==> config.mk <==
export PLATFORM = sky130hd
export DESIGN_NAME = rv32_wb_arbiter_flat
export DESIGN_NICKNAME = d
export VERILOG_FILES = /design/src/rtl/rv32_wb_arbiter_if.sv /design/src/rtl/rv32_wb_arbiter.sv /design/src/flat_wrapper.sv
export SDC_FILE = /design/constraint.sdc
export NUM_CORES = 1
export LEC_CHECK = 0
export CELL_PAD_IN_SITES_DETAIL_PLACEMENT = 1
export CELL_PAD_IN_SITES_GLOBAL_PLACEMENT = 1
export CORE_MARGIN = 2
export CORE_UTILIZATION = 30
export CTS_BUF_LIST = sky130_fd_sc_hd__clkbuf_4 sky130_fd_sc_hd__clkbuf_8 sky130_fd_sc_hd__clkbuf_16
export CTS_CLUSTER_DIAMETER = 40
export CTS_CLUSTER_SIZE = 25
export DETAILED_ROUTE_END_ITERATION = 8
export PLACE_DENSITY_LB_ADDON = 0.25
export SETUP_SLACK_MARGIN = 0.1
export SLEW_MARGIN = 25
export SYNTH_ARGS = -nofsm -noshare
export SYNTH_HDL_FRONTEND = slang
export SYNTH_SLANG_ARGS = --single-unit
==> constraint.sdc <==
create_clock -name clk_i -period 5.1 [get_ports clk_i]
set_clock_uncertainty 0.15 [all_clocks]
set_input_delay 1.53 -clock clk_i [delete_from_list [all_inputs] [get_ports clk_i]]
set_output_delay 1.53 -clock clk_i [all_outputs]
set_load 0.01 [all_outputs]
Figure 1. Where the registers sit.
Scale: 3 px per um.
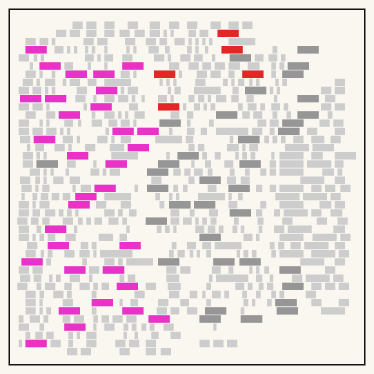
u_core.wb.rf_rd_addr_o: in red, placed flops 5, where top middle. u_core.wb.rf_rd_val_o: in magenta, placed flops 32.
Another 35 sequential cells are not coloured.
Seq area share: 23.6%
sequential group power: 0.000623 W
Final Util: 48.2%
FF/Latch Area: 1440 um^2

Figure 2. Wires at chosen ports, followed through buffers.
Scale: 3 px per um.
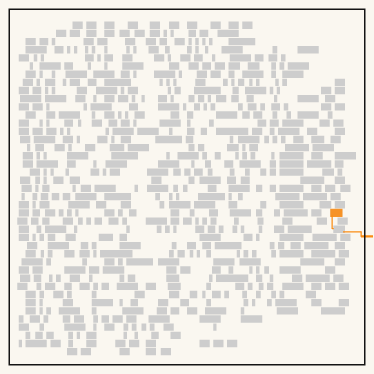
rs1_busy_o: in orange, bits 1, direction output, edge right, end cells 1, buffers 1, wire 12.6 um.
I/O pin total: 170
IO buf count: 169

==> GITHUB_STEP_SUMMARY <==
## PnR job results

| Metric | Value |
|---|---|
| Worst-Skew Late Latency | `330 ps` |
| Final min period | `4930 ps` |
| Most numerous logic cell after layout | `clkdlybuf4s50_1` |
| Number of nets still failing antenna checks after routing | `0` |
| Top cell category | `multi-input combinational cells` |
| Final WL | `15800 um` |
| Top cell type by total area after synthesis | `dfxtp_1` |
| Avg Inst Size Synth | `8.47 um^2` |
| VDD IR max | `134 uV` |
| P_clk | `0.000751 W` |
| DR WL met3 | `1550 um` |
| CTS Buf Count | `9` |
| Setup_tns | `0 ps` |
| Post-Synth Adder-Cell Area | `0%` |
| Worst-path cell chain | `clkdlybuf4s15_1 -> buf_12 -> mux4_2 -> mux4_2 -> mux2_2 -> buf_2` |
| Vias | `4412` |
| Layout area overhead | `56.8%` |
| Status | `complete, no violations` |
| Clock network fraction of total power | `44.8%` |
| Antenna cells | `0` |
| Placed cell area | `5750 um^2` |
| Hpwl dp | `11800 um` |
| Root Driver | `clkbuf_16` |
| Setup slack, reg-to-reg | `2750 ps` |
| Critical Path Source Type | `input pin` |
| Metal-1 WL | `6290 um` |
| Simple-Gate Area Share | `23.7%` |
| CP Max Fanout | `8` |
| Logic share of the area | `37.2%` |
| Comb power frac | `18.1%` |
| Slowest CP cell | `mux4_2` |
| Maximum clock insertion buffer count | `2` |
| Nets | `706` |
| Mapped Nets | `554` |
| Tightest Pin Transition | `992 ps` |
| WP data arrival | `3250 ps` |
| Placed Cells incl. Taps | `773` |
| Largest net degree at the start of global routing | `55` |
| PD cells | `275 nW/um^2` |
| Die Y | `118 um` |
| H-tree Lvls | `3` |
| Comb. pwr | `0.000303 W` |
| Crit path kind | `input pin to output port` |
| Initial antenna violation count | `0` |
| Synth top cells by count | `nand2_1, dfxtp_1, o21ai_0` |
| Area of the core | `12700 um^2` |
| Met3 Resource Use GR | `8.48%` |
| Non-filler cells, final | `789` |
Power figures rest on the tool's default switching activity, not on a simulated workload.
